clk_routes.png
Scale bar: 50 microns.
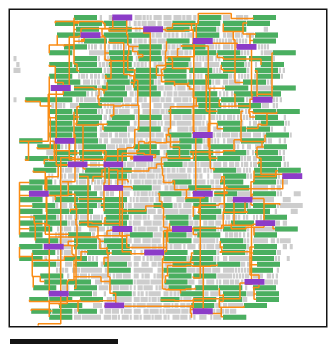
logic_types.png
Scale bar: 50 microns.
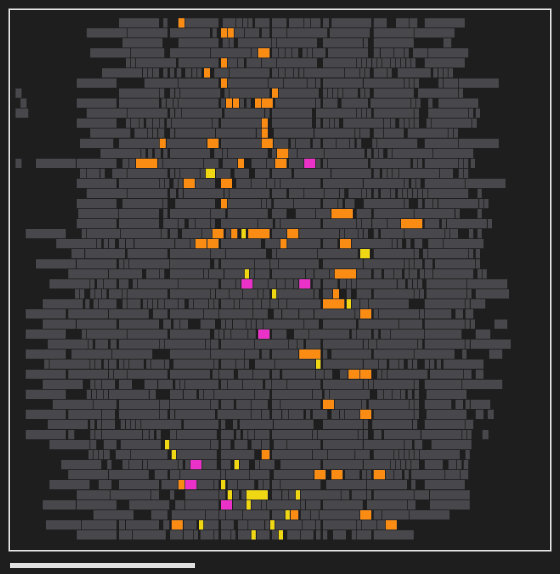
## config.mk

```make
export PLATFORM = sky130hd
export DESIGN_NAME = router_in_fifo
export DESIGN_NICKNAME = d
export VERILOG_FILES = /design/src/rtl/router_pkg.sv /design/src/rtl/fifo_mem.sv /design/src/rtl/router_in_fifo.sv
export SDC_FILE = /design/constraint.sdc
export NUM_CORES = 1
export LEC_CHECK = 0
export ABC_AREA = 1
export CAP_MARGIN = 15
export CORE_MARGIN = 1
export CORE_UTILIZATION = 54
export CTS_CLUSTER_SIZE = 16
export DETAILED_ROUTE_END_ITERATION = 8
export GPL_TIMING_DRIVEN = 0
export PLACE_DENSITY = 0.85
export SLEW_MARGIN = 40
export SYNTH_ARGS = -nofsm -noshare
export SYNTH_HDL_FRONTEND = slang
export SYNTH_SLANG_ARGS = --single-unit
```

## constraint.sdc

```tcl
create_clock -name clk -period 2.3 [get_ports clk]
set_input_delay 0.23 -clock clk [delete_from_list [all_inputs] [get_ports clk]]
set_output_delay 0.23 -clock clk [all_outputs]
set_load 0.005 [all_outputs]
```

## src/rtl/router_pkg.sv

```systemverilog
// router_pkg: shared router types, flit field positions and port indices.
package router_pkg;
  typedef logic [1:0] coord_t;
  localparam int DEST_X_MSB = 1;
  localparam int DEST_X_LSB = 2;
  localparam int DEST_Y_MSB = 3;
  localparam int DEST_Y_LSB = 4;
  typedef enum logic [2:0] {N, E, S, W, L} port_e;
endpackage

```

## src/rtl/fifo_mem.sv

```systemverilog
// fifo_mem: register array with synchronous write and combinational read.
module fifo_mem #(
  parameter int WL = 16,
  parameter int ADDR = 4
) (
  input  logic            clk,
  input  logic            we,
  input  logic [ADDR-1:0] waddr,
  input  logic [WL-1:0]   wdata,
  input  logic [ADDR-1:0] raddr,
  output logic [WL-1:0]   rdata
);
  logic [WL-1:0] mem [2**ADDR];
  always_ff @(posedge clk)
    if (we) mem[waddr] <= wdata;
  assign rdata = mem[raddr];
endmodule

```

## src/rtl/router_in_fifo.sv

```systemverilog
// router_in_fifo: per-port FWFT input buffer exposing the head flit's destination.
module router_in_fifo
  import router_pkg::*;
#(
  parameter int WL = 16,
  parameter int ADDR = 4,
  parameter int AF_LEVEL = 12
) (
  input  logic          clk,
  input  logic          rst_n,
  input  logic          wr_en,
  input  logic [WL-1:0] din,
  input  logic          rd_en,
  input  logic          err_clr,
  output logic [WL-1:0] dout,
  output logic [1:0]    dest_x,
  output logic [1:0]    dest_y,
  output logic          empty,
  output logic          full,
  output logic          almost_full,
  output logic [ADDR:0] count,
  output logic          overflow,
  output logic          underflow
);
  logic [ADDR-1:0] wr_ptr, rd_ptr;
  logic [WL-1:0] head;
  logic push, pop;
  assign empty = count == '0;
  assign full = count[ADDR];
  assign almost_full = count >= (ADDR+1)'(AF_LEVEL);
  assign push = wr_en && !full;
  assign pop = rd_en && !empty;
  always_ff @(posedge clk or negedge rst_n)
    if (!rst_n) begin
      wr_ptr <= '0;
      rd_ptr <= '0;
      count <= '0;
      overflow <= 1'b0;
      underflow <= 1'b0;
    end else begin
      wr_ptr <= wr_ptr + ADDR'(push);
      rd_ptr <= rd_ptr + ADDR'(pop);
      count <= count + (ADDR+1)'(push) - (ADDR+1)'(pop);
      overflow <= (overflow && !err_clr) || (wr_en && full);
      underflow <= (underflow && !err_clr) || (rd_en && empty);
    end
  fifo_mem #(.WL(WL), .ADDR(ADDR)) u_mem (
    .clk(clk),
    .we(push),
    .waddr(wr_ptr),
    .wdata(din),
    .raddr(rd_ptr),
    .rdata(head)
  );
  // Gate the head while empty so stale memory never reaches the route stage.
  assign dout = empty ? '0 : head;
  assign dest_x = dout[WL-DEST_X_MSB:WL-DEST_X_LSB];
  assign dest_y = dout[WL-DEST_Y_MSB:WL-DEST_Y_LSB];
endmodule

```

==> results.env <==
LAYOUT_CELLS_SIZED_ABOVE_1_PCT=35.6
TRITONCTS='done'
FINAL_CRITICAL_PATH_SETUP_SLACK_NS=-0.530
DRC=16
SYN_AREA_SQ_UM=11200
VIOLATIONS='DRC, setup timing'
GRT_OVERFLOW_TOTAL=0
SYNTH.TOP_CELLS.BY_COUNT='nand2_1 (408), edfxtp_1 (256), nand3_1 (85)'
CLOCKROOTBUFFER='clkbuf_16'
WORST_R2R_STARTPOINT='count[3]'
LARGEST_REGISTER_FFS=256
POWER.SHARE.SEQUENTIAL_PCT=27.2
SYNTH-SEQ-CELLS=271
FLOORPLAN.NETS=1015
CTS-RESIZED-GATES=309
FINAL_MIN_PERIOD_OVER_CLOCK_PERIOD_PCT=123
FINALWEIGHTEDCONGESTION=0.991
SETUP_VIOL=21
WORST-R2R-SETUP-SLACK_NS=-0.06
RUN_STATUS='complete, but fails checks'
Back to the opening pictures, clk_routes.png:
clock drivers: shown in purple, count 26. clock wires: shown in orange, length 3550 microns. flip-flops: shown in green, count 271.
There are 27 routed clock nets. Position of the flops: spread over the die.

Back to the opening pictures, logic_types.png:
inverting AOI/OAI gates: shown in orange, cells 52, most used a21oi_2. XOR/XNOR gates: shown in magenta, cells 7, most used xor2_1. inverters: shown in yellow, cells 20, most used inv_1.

==> metal layers <==
metal | track usage, % | wire length (microns)
met1 | 41.0 | 13300
met2 | 52.7 | 18900
met3 | 9.84 | 6750
met4 | 21.1 | 3570
met5 | 0 | 58
==> layout by cell type, fill, tap and decap left out, types with 29 or more instances in the layout <==
cell type,synthesis,layout
clkbuf_16,0,31
edfxtp_1,256,256
nand3_1,85,43
nand3_2,0,37
buf_6,8,31
nand2_1,408,320
buf_2,16,29
buf_4,22,33
nand2_2,1,68
nor2_4,1,44
==> cell families after synthesis <==
family                     Yosys count  synth area share, %
AOI/OAI and AO/OA                   53                 2.43
xor gates and xnor gates             7                0.546
adders and majority gates           13                 1.51
buffers and inverters               72                 3.85
DFF                                271                 71.8
and+or+nand+nor                    565                 19.9
